--- src/rtl/instruction_fetch_if.sv ---
// Instruction-memory request/response bus between the fetch unit (master)
// and the instruction memory (slave).
interface instruction_fetch_if;
  logic        imem_read;
  logic [15:0] imem_address;
  logic        imem_resp;
  logic [15:0] imem_rdata;

  modport master (
    output imem_read,
    output imem_address,
    input  imem_resp,
    input  imem_rdata
  );

  modport slave (
    input  imem_read,
    input  imem_address,
    output imem_resp,
    output imem_rdata
  );
endinterface

--- src/rtl/instruction_fetch.sv ---
// Instruction fetch unit: one outstanding memory read, presents the fetched
// word to the hazard unit and follows redirects, discarding stale responses.
//
// state   | meaning
// S_REQ   | read outstanding for req_addr, result will be kept
// S_VALID | instruction in ir_reg presented, waiting for pc_ld
// S_DRAIN | read outstanding for an abandoned address, result will be dropped
module instruction_fetch (
  input  logic                       clk,
  input  logic                       reset,
  input  logic                       pc_ld,
  input  logic                       hold,
  input  logic                       redirect,
  input  logic [15:0]                redirect_pc,
  instruction_fetch_if.master        imem,
  output logic [15:0]                ir_val,
  output logic [15:0]                pc_out,
  output logic                       stall,
  output logic [15:0]                fetch_count,
  output logic [15:0]                drop_count
);

  typedef enum logic [1:0] {
    S_REQ   = 2'd0,
    S_VALID = 2'd1,
    S_DRAIN = 2'd2
  } state_t;

  state_t      state;
  logic [15:0] pc;
  logic [15:0] req_addr;
  logic [15:0] ir_reg;
  logic [15:0] ir_pc;
  logic [15:0] target;
  logic [15:0] next_seq;

  assign target   = redirect_pc & 16'hFFFE;
  assign next_seq = ir_pc + 16'd2;

  always_ff @(posedge clk) begin
    if (reset) begin
      state       <= S_REQ;
      pc          <= 16'h0000;
      req_addr    <= 16'h0000;
      ir_reg      <= 16'h0000;
      ir_pc       <= 16'h0000;
      fetch_count <= 16'h0000;
      drop_count  <= 16'h0000;
    end else begin
      case (state)
        S_REQ: begin
          if (redirect) begin
            pc <= target;
            if (imem.imem_resp) begin
              drop_count <= drop_count + 16'd1;
              req_addr   <= target;
            end else begin
              state <= S_DRAIN;
            end
          end else if (imem.imem_resp) begin
            ir_reg <= imem.imem_rdata;
            ir_pc  <= req_addr;
            state  <= S_VALID;
          end
        end
        S_DRAIN: begin
          // A redirect in the same cycle as the stale response wins over pc.
          if (imem.imem_resp) begin
            drop_count <= drop_count + 16'd1;
            state      <= S_REQ;
            if (redirect) begin
              pc       <= target;
              req_addr <= target;
            end else begin
              req_addr <= pc;
            end
          end else if (redirect) begin
            pc <= target;
          end
        end
        S_VALID: begin
          if (redirect) begin
            pc       <= target;
            req_addr <= target;
            state    <= S_REQ;
          end else if (hold) begin
            state <= S_VALID;
          end else if (pc_ld) begin
            pc          <= next_seq;
            req_addr    <= next_seq;
            fetch_count <= fetch_count + 16'd1;
            state       <= S_REQ;
          end
        end
        default: begin
          state    <= S_REQ;
          req_addr <= pc;
        end
      endcase
    end
  end

  assign imem.imem_read    = (state != S_VALID);
  assign imem.imem_address = req_addr;
  assign stall             = (state != S_VALID);
  assign ir_val            = (state == S_VALID) ? ir_reg : 16'h0000;
  assign pc_out            = ir_pc;

endmodule

--- src/flat_wrapper.sv ---
// flat-port wrapper written by rule: the top's interface ports become plain ports
module instruction_fetch_flat 
  (clk, reset, pc_ld, hold, redirect, redirect_pc, ir_val, pc_out, stall, fetch_count, drop_count, imem_imem_read, imem_imem_address, imem_imem_resp, imem_imem_rdata);
  instruction_fetch_if imem_i ();
  input  logic clk;
  input  logic reset;
  input  logic pc_ld;
  input  logic hold;
  input  logic redirect;
  input  logic [15:0] redirect_pc;
  output logic [15:0] ir_val;
  output logic [15:0] pc_out;
  output logic stall;
  output logic [15:0] fetch_count;
  output logic [15:0] drop_count;
  output wire logic [$bits(imem_i.imem_read)-1:0] imem_imem_read;
  output wire logic [$bits(imem_i.imem_address)-1:0] imem_imem_address;
  input wire logic [$bits(imem_i.imem_resp)-1:0] imem_imem_resp;
  input wire logic [$bits(imem_i.imem_rdata)-1:0] imem_imem_rdata;
  assign imem_imem_read = imem_i.imem_read;
  assign imem_imem_address = imem_i.imem_address;
  assign imem_i.imem_resp = imem_imem_resp;
  assign imem_i.imem_rdata = imem_imem_rdata;
  instruction_fetch u_core (.clk(clk), .reset(reset), .pc_ld(pc_ld), .hold(hold), .redirect(redirect), .redirect_pc(redirect_pc), .imem(imem_i), .ir_val(ir_val), .pc_out(pc_out), .stall(stall), .fetch_count(fetch_count), .drop_count(drop_count));
endmodule
--- config.mk ---
export PLATFORM = sky130hd
export DESIGN_NAME = instruction_fetch_flat
export DESIGN_NICKNAME = d
export VERILOG_FILES = /design/src/rtl/instruction_fetch_if.sv /design/src/rtl/instruction_fetch.sv /design/src/flat_wrapper.sv
export SDC_FILE = /design/constraint.sdc
export NUM_CORES = 1
export LEC_CHECK = 0
export CAP_MARGIN = 15
export CORE_MARGIN = 2
export CORE_UTILIZATION = 24
export CTS_CLUSTER_SIZE = 8
export DETAILED_ROUTE_END_ITERATION = 8
export PLACE_DENSITY = 0.55
export SLEW_MARGIN = 20
export SYNTH_ARGS = -nofsm -noshare
export SYNTH_HDL_FRONTEND = slang
export SYNTH_SLANG_ARGS = --single-unit
--- constraint.sdc ---
create_clock -name clk -period 2.8 [get_ports clk]
set_input_delay 0.56 -clock clk [delete_from_list [all_inputs] [get_ports clk]]
set_output_delay 0.56 -clock clk [all_outputs]
set_load 0.03 [all_outputs]
==> results_dict.tcl, run 1 <==
# implementation run metrics
set metrics [dict create \
    yosys_warnings 0 \
    worst_skew_pair.late_latency_ns 0.35 \
    global_route.usage.met2_pct 23.18 \
    synth_area_leader_cell "sky130_fd_sc_hd__dfxtp_1" \
    final.signal_inverter_count 11 \
    cp.arrival_ns 1.82 \
    layout.area.top_class "logic gates" \
    hp-start "u_core.ir_reg[10]" \
    clk_transition_reported_paths_ns 0.07 \
    timing.final.max_slew_violations 0 \
    ys_top_cells_by_area "sky130_fd_sc_hd__dfxtp_1 (42%), sky130_fd_sc_hd__nand2_1 (8.7%), sky130_fd_sc_hd__a21oi_1 (6.2%)" \
    use_met1_pct 18.73 \
    flop_area_mm2 0.001962 \
    post-route-drc-count 0 \
    met3RoutedLength_um 889 \
    register_share_after_synthesis_pct 41.90 \
    clock_buffer_count 10 \
    worst_ep_required_time_ns 2.24 \
    cp_cell_sequence "nor2b_1 -> inv_1 -> clkdlybuf4s50_1" \
    setup_violations 0 \
    comb_area_share_pct 38.56 \
    setup_tns_after_final_layout_ns 0 \
    achievable-frequency_ghz 0.4210 \
    timing.final.hold_violations 0 \
    outcome "finished clean" \
    tap-cell-count 265 \
    tritoncts_num_sinks 98 \
    worst_path_dominant_cell_family "buffers and inverters" \
    drive_gt1_share_pct 9.254 \
    hold_path_class "reg2reg" \
    stdcell_area_mm2 0.006523 \
    grt_pass1_wl_um 22910 \
    worst-slew-pin-transition_ns 0.5892 \
    route.top_layer_used "met4" \
    ctsLongestPathBuffers 2 \
    areal_power_density_over_the_cells_mw_per_mm2 514.4 \
    min_delay_worst_endpoint "u_core.ir_reg[10]" \
    final_nets 760 \
    antenna_found_initial 0 \
    depth_of_the_worst_register_to_register_path 6 \
    gr-usage-all-layers_pct 14.31 \
    final.setup_skew_ns 0.009665 \
    io_buffers 118 \
    initial_standard_cell_utilization_of_the_core_pct 24.30 \
    crit_path_end_kind "primary output" \
    clock_tree_from_tritoncts "yes" \
    timing.critical_path.fanout_max 7 \
    core_region_area_mm2 0.01927 \
    timing.max_cap.violations 0 \
    synth_unique_cells 52 \
    placementRows 51 \
    via_per_inst 4.608 \
    syn-mean-instance-area_um2 7.764 \
    area_of_combinational_cells_with_multiple_inputs_mm2 0.002515 \
    drtIter0Drc 256 \
    cp-startpoint "u_core.state[0]" \
    timing.reg2reg.setup_slack_ns 0.63 \
    drtAntennaViolNets 0 \
    num_vias 4557 \
    cts-buffers-inserted 9 \
    timing.critical_path.depth 3 \
    routed_length_per_instance_um 14.51 \
    dieArea_mm2 0.02064 \
    cts.root.buffer_cell "sky130_fd_sc_hd__clkbuf_16" \
    die_h_um 143.7 \
    final-clk-cell-share_pct 5.122 \
    crit_end "stall" \
    die_w_um 143.7 \
    synth-edff-count 0 \
    clock_tree.htree_level_count 3 \
    final_common_cell "sky130_fd_sc_hd__nand2_1" \
    antenna_cells 0 \
    global_route.usage.met3_pct 4.432 \
    critical_path_start_type "register" \
    power_leakage_uw 0.002294 \
    synth_nets 644 \
    path_class "reg2out" \
    routed_wirelength_um 14350 \
    crit_slowest_cell "sky130_fd_sc_hd__clkdlybuf4s50_1" \
    comb.multi_input.count 456 \
    grt_setup_unrepaired "no" \
    routabilityCongestion 0.7750 \
    worstReg2RegStart "u_core.pc_out[1]" \
    finalCritPeriodShare_pct 84.84 \
    path_buffers 2 \
    gr-max-usage-layer "met2" \
    worst_path_largest_cell_delay_ns 0.73 \
    post_synth_inst_count 603 \
    num_io_pins 120 \
    syn-cell-area_mm2 0.004682 \
    layout.buffer.nonclock.area_share_pct 20.53 \
    number_of_sequential_cells 98 \
    most_frequent_cell_after_synthesis "sky130_fd_sc_hd__nand2_1" \
    warning_total_across_the_stage_logs 27 \
    cts_post_setup_buffers_inserted 0 \
    area_delta_synth_final_pct 39.31 \
    post_synthesis_sequential_element_count 98 \
    first_global_vias 4268 \
    ys.flop_type "sky130_fd_sc_hd__dfxtp_1" \
    netlist_top_cells_count "sky130_fd_sc_hd__nand2_1 (109), sky130_fd_sc_hd__dfxtp_1 (98), sky130_fd_sc_hd__nor2_1 (62)" \
    firstDrtPassIters 4 \
    worst_slew_margin_rel_pct 60.72 \
    postCtsHoldBufs 0 \
    met2WireLength_um 6504 \
    finalCriticalPeriod_ns 2.376 \
    postSynth.asyncResetShare_pct 0 \
    worst_ir_drop_vdd_mv 0.2691 \
    hold-path-cell-count 2 \
]
[run 1: metrics by stage]
stage                     setup slack [ns]  hold slack (ns)  instances
final                               0.4244           0.4490        989
after floorplan                     0.7297           0.4317        603
after global routing                0.3441           0.4658        989
after CTS                           0.3950           0.4525        989
after global placement              0.3288           0.4380        973
after detailed placement            0.2989           0.4426        973
[run 1: kinds of logic after synthesis]
family / count (synthesis) / share of synthesized area, %
compound gates: 136 / 17.66
xor+xnor: 31 / 5.799
fa+ha+maj: 3 / 0.8018
buf+inv: 49 / 4.490
flops: 98 / 41.90
mux: 2 / 0.4276
simple gates: 284 / 28.92
[run 1: report_power, final]
group          switching [uW]  leakage [uW]  internal, uW
logic                     256       0.00133           187
registers                42.4      0.000798          1450
clock network             552      0.000166           870
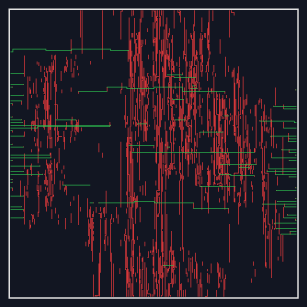
run_1/wires.png
(2 px per um) Two of the layers only.
| color | layer | wire length |
|---|---|---|
| red | metal 2 | 6500 um |
| green | metal 3 | 890 um |

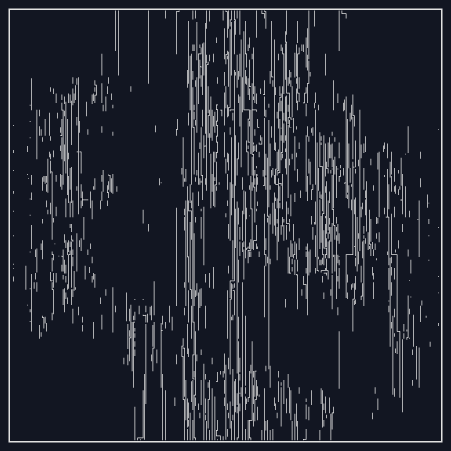
run_1/layer_met2.png
(3 px per um)
main direction: vertical
nets with wire on the layer: 596
share of all routed wire: 45%

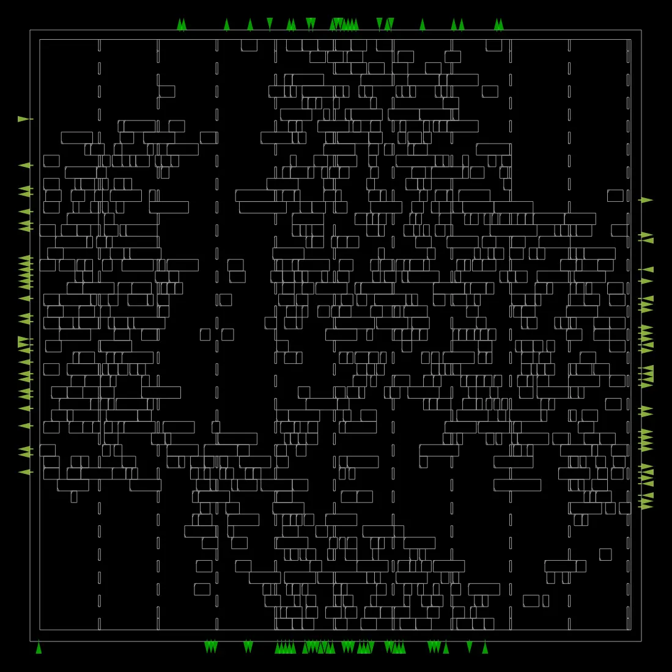
run_1/placement.png
register share of the cell area: 30.08%
end-of-flow core utilization: 33.85%

==> run 2: changes to the inputs <==
==> constraint.sdc (replaced) <==
create_clock -name clk -period 2.31 [get_ports clk]
set_input_delay 0.462 -clock clk [delete_from_list [all_inputs] [get_ports clk]]
set_output_delay 0.462 -clock clk [all_outputs]
set_load 0.03 [all_outputs]
==> run 2 against run 1 <==
Clock power is about 20% higher. Area after synthesis stayed put. Worst hold slack worse by 0.00056 ns. Total power is 21% higher. Worst setup slack worse by 0.24 ns. Clock-buffer cell count stayed put. Utilization is 0.71 points higher. Final cell count is 1.7% higher. Critical endpoint is now u_core.imem.imem_address[13]. Largest cell class unchanged.
==> results_dict.tcl, run 2 <==
# implementation run metrics
set metrics [dict create \
    path_class "reg2reg" \
    io_buffers 118 \
    postLayoutCoreUtil_pct 34.56 \
    post_synthesis_sequential_element_count 98 \
    routabilityCongestion 0.8474 \
    synth_unique_cells 52 \
    timing.final.hold_violations 0 \
    timing.critical_path.fanout_max 8 \
    postSynth.asyncResetShare_pct 0 \
    fin_ws_ns 0.1832 \
    ctsLongestPathBuffers 2 \
    stdcell_area_mm2 0.006660 \
    firstDrtPassIters 5 \
    global_route.usage.met2_pct 22.63 \
    hold-path-cell-count 2 \
    clock_tree_from_tritoncts "yes" \
    die_w_um 143.7 \
    cts.root.buffer_cell "sky130_fd_sc_hd__clkbuf_16" \
    routed_wirelength_um 14330 \
    gr-max-usage-layer "met2" \
    areal_power_density_over_the_cells_mw_per_mm2 610.0 \
    drtAntennaViolNets 0 \
    final.signal_inverter_count 11 \
    hp-start "u_core.ir_reg[8]" \
    grt_setup_unrepaired "no" \
    post_synth_main_logic_family "simple AND/OR/NAND/NOR gates" \
    whs_ns 0.4485 \
    flop_area_mm2 0.001962 \
    final_cell_count_no_fill 1006 \
    synth_area_leader_cell "sky130_fd_sc_hd__dfxtp_1" \
    timing.reg2reg.setup_slack_ns 0.18 \
    worst_path_largest_cell_delay_ns 0.50 \
    worst_skew_pair.late_latency_ns 0.36 \
    mux_area_share_pct 0.4276 \
    die_h_um 143.7 \
    power_leakage_uw 0.002378 \
    global_route.usage.met3_pct 3.166 \
    sw_frac_of_total_pct 26.48 \
    met3RoutedLength_um 742 \
    hold_path_class "reg2reg" \
    layout.area.top_class "logic gates" \
    clk_transition_reported_paths_ns 0.07 \
    syn-cell-area_mm2 0.004682 \
    register_share_after_synthesis_pct 41.90 \
    grt_pass1_wl_um 22830 \
    post_synth_inst_count 603 \
    use_met1_pct 18.96 \
    worst_path_dominant_cell_family "simple AND/OR/NAND/NOR gates" \
    finalCriticalPeriod_ns 2.127 \
    worst-slew-pin-transition_ns 0.9508 \
    tap-cell-count 265 \
    dieArea_mm2 0.02064 \
    synth-adder-area-share_pct 0.8017 \
    gr-usage-all-layers_pct 14.18 \
    finalCritPeriodShare_pct 92.07 \
    yosys_warnings 0 \
    ys.flop_type "sky130_fd_sc_hd__dfxtp_1" \
    synth-xor-area-share_pct 5.799 \
    critical_path_start_type "register" \
    worstReg2RegStart "u_core.pc_out[2]" \
    dp_slack_ns -0.1764 \
    postCtsHoldBufs 0 \
    drive_gt1_share_pct 11.47 \
    most_frequent_cell_after_synthesis "sky130_fd_sc_hd__nand2_1" \
    timing.final.max_slew_violations 0 \
    setup_violations 0 \
    synth_nets 644 \
    cp_cell_sequence "ha_1 -> nand3_1 -> or4_1 -> a31oi_1 -> o221ai_1 -> a21oi_1" \
    core_region_area_mm2 0.01927 \
    cts-buffers-inserted 9 \
    path_buffers 0 \
    post-route-drc-count 0 \
    comb_power_share_pct 13.5 \
    num_vias 4610 \
    placementRows 51 \
    route.top_layer_used "met4" \
    outcome "finished clean" \
]
run 2: cell counts after synthesis:
Identical to the previous run, type by type.
run 2: worst reg2reg max path, delay by kind of cell (launching register included):
family / cells / cell delay [ns]
adders and majority gates: 1 / 0.22
DFF: 1 / 0.43
AOI/OAI and AO/OA: 3 / 0.61
and+or+nand+nor: 2 / 0.81
run 2: power by group through the flow:
| stage | logic, uW | registers (uW) | clock network [uW] |
|---|---|---|---|
| after detailed placement | 554 | 1850 | 0 |
| after global placement | 552 | 1840 | 0 |
| after global routing | 602 | 1820 | 1850 |
| after floorplan | 248 | 1890 | 0 |
| after CTS | 554 | 1810 | 1780 |
| final | 548 | 1810 | 1710 |
run 2: repair_timing:
item                                    CTS  global route
buffers inserted                          0             0
endpoints found under the setup margin    2             0
resized                                   2             0
endpoints found under the hold margin     0             0
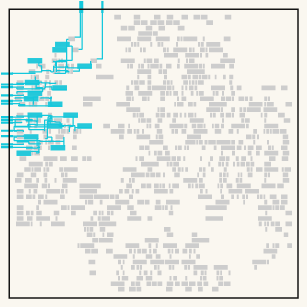
run_2/io_fan.png
(2 px per um)
| color | port | bits | direction | edge | end cells | buffers | wire |
|---|---|---|---|---|---|---|---|
| cyan | fetch_count | 16 | output | 13 left, 3 top | 16 | 16 | 654 um |

==> run 3: changes to the inputs <==
--- a/config.mk
+++ b/config.mk
@@ -10,6 +10,7 @@
 export CORE_UTILIZATION = 24
 export CTS_CLUSTER_SIZE = 8
 export DETAILED_ROUTE_END_ITERATION = 8
+export GPL_ROUTABILITY_DRIVEN = 0
 export PLACE_DENSITY = 0.55
 export SLEW_MARGIN = 20
 export SYNTH_ARGS = -nofsm -noshare
==> run 3 against run 2 <==
Global-route usage unchanged. Clock power about the same. Non-clock buffer count unchanged. Sequential share of layout area unchanged. Sequential power about the same. Largest power group unchanged. Sequential cell count unchanged. Largest cell class unchanged. Via count unchanged. Synthesized cell count unchanged. Final cell count unchanged. Worst hold slack unchanged. Total power unchanged.
==> results_dict.tcl, run 3 <==
# implementation run metrics
set metrics [dict create \
    final_nets 777 \
    pwr.group.sequential_uw 1810 \
    crit_end "u_core.imem.imem_address[13]" \
    postLayoutCoreUtil_pct 34.56 \
    dp_slack_ns -0.1764 \
    timing.final.hold_violations 0 \
    antenna_cells 0 \
    dieArea_mm2 0.02064 \
    areal_power_density_over_the_cells_mw_per_mm2 610.0 \
    synth-edff-count 0 \
    routed_length_per_instance_um 14.24 \
    worst-slew-pin-transition_ns 0.9508 \
    timing.reg2reg.setup_slack_ns 0.18 \
    clock_tree.htree_level_count 3 \
    core_region_area_mm2 0.01927 \
    setup_violations 0 \
    tritoncts_num_sinks 98 \
    cp_cell_sequence "ha_1 -> nand3_1 -> or4_1 -> a31oi_1 -> o221ai_1 -> a21oi_1" \
    synth-adder-area-share_pct 0.8017 \
    ctsLongestPathBuffers 2 \
    tap-cell-count 265 \
    syn-cell-area_mm2 0.004682 \
    timing.final.max_slew_violations 0 \
    seqAreaFraction_pct 29.46 \
    post_synth_main_logic_family "simple AND/OR/NAND/NOR gates" \
    comb_power_share_pct 13.5 \
    comb-power_uw 548 \
    path_buffers 0 \
    drtAntennaViolNets 0 \
    path_class "reg2reg" \
    ctsResizeCount 2 \
    clock_tree_from_tritoncts "yes" \
    depth_of_the_worst_register_to_register_path 6 \
    worst_slew_margin_rel_pct 36.61 \
    timing.max_cap.violations 0 \
    final.signal_inverter_count 11 \
    die_w_um 143.7 \
    cts-buffers-inserted 9 \
    cp-startpoint "u_core.pc_out[2]" \
    power_leakage_uw 0.002378 \
    clock_net_power_uw 1710 \
    fin_ws_ns 0.1832 \
    number_of_sequential_cells 98 \
    antenna_found_initial 0 \
    ys_top_cells_by_area "sky130_fd_sc_hd__dfxtp_1 (42%), sky130_fd_sc_hd__nand2_1 (8.7%), sky130_fd_sc_hd__a21oi_1 (6.2%)" \
    stdcell_area_mm2 0.006660 \
    mux_area_share_pct 0.4276 \
    crit_slowest_cell "sky130_fd_sc_hd__or4_1" \
    clock_buffer_count 10 \
    route.top_layer_used "met4" \
    final.setup_skew_ns 0.01045 \
    flop_area_mm2 0.001962 \
    post_synth_inst_count 603 \
    sw_frac_of_total_pct 26.48 \
    outcome "finished clean" \
    finalCriticalPeriod_ns 2.127 \
    worst_ep_required_time_ns 2.60 \
    achievable-frequency_ghz 0.4702 \
    cts.root.buffer_cell "sky130_fd_sc_hd__clkbuf_16" \
    met3RoutedLength_um 742 \
    synth_area_leader_cell "sky130_fd_sc_hd__dfxtp_1" \
    first_global_vias 4279 \
    synthAoiAreaFrac_pct 17.66 \
    syn-mean-instance-area_um2 7.764 \
    grt_pass1_wl_um 22830 \
    synth_unique_cells 52 \
    cp.arrival_ns 2.41 \
    worst_skew_pair.late_latency_ns 0.36 \
    hold_path_class "reg2reg" \
    area_of_combinational_cells_with_multiple_inputs_mm2 0.002515 \
    post-route-drc-count 0 \
    drtIter0Drc 231 \
    initial_standard_cell_utilization_of_the_core_pct 24.30 \
    worst_path_largest_cell_delay_ns 0.50 \
    routed_wirelength_um 14330 \
    crit_path_end_kind "register" \
    final_common_cell "sky130_fd_sc_hd__nand2_1" \
    warning_total_across_the_stage_logs 27 \
    critical_path_start_type "register" \
    io_buffers 118 \
    via_per_inst 4.583 \
    cts_post_setup_buffers_inserted 0 \
    maxPowerGroup "sequential cells" \
    timing.critical_path.depth 6 \
    netlist_top_cells_count "sky130_fd_sc_hd__nand2_1 (109), sky130_fd_sc_hd__dfxtp_1 (98), sky130_fd_sc_hd__nor2_1 (62)" \
    placementRows 51 \
    post_synthesis_sequential_element_count 98 \
    ys.flop_type "sky130_fd_sc_hd__dfxtp_1" \
    final-clk-cell-share_pct 5.016 \
    synth-xor-area-share_pct 5.799 \
    p_int_uw 2987 \
    comb_area_share_pct 37.76 \
    power.share.clock_pct 42.1 \
    worst_path_dominant_cell_family "simple AND/OR/NAND/NOR gates" \
    timing.critical_path.fanout_max 8 \
    comb.multi_input.count 456 \
    drive_gt1_share_pct 11.47 \
    synth_nets 644 \
    layout.area.top_class "logic gates" \
]
run 3: cell counts after synthesis:
No cell type changed its count.
run 3: metrics by stage:
| step | cells | hold WS, ns |
|---|---|---|
| 2_1_floorplan | 603 | 0.4317 |
| 3_3_place_gp | 990 | 0.4390 |
| 3_5_place_dp | 990 | 0.4422 |
| 4_1_cts | 1006 | 0.4519 |
| 5_1_grt | 1006 | 0.4700 |
| 6_report | 1006 | 0.4485 |
run 3: routing by layer:
metal  vias to the layer above  GRT usage [%]
met5                         -              0
met4                         0          4.644
li1                       2360              -
met1                      2137          18.96
met3                        11          3.166
met2                       102          22.63
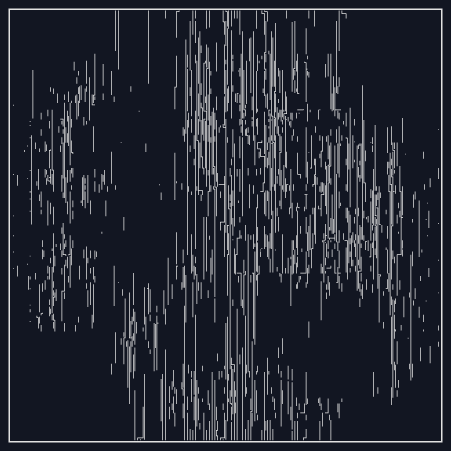
run_3/layer_met2.png
(3 px per um)
longest straight run: 53.4 um
nets with wire on the layer: 626
share of all routed wire: 46%

No activity file was given, so power comes from the tool's default toggle rates.
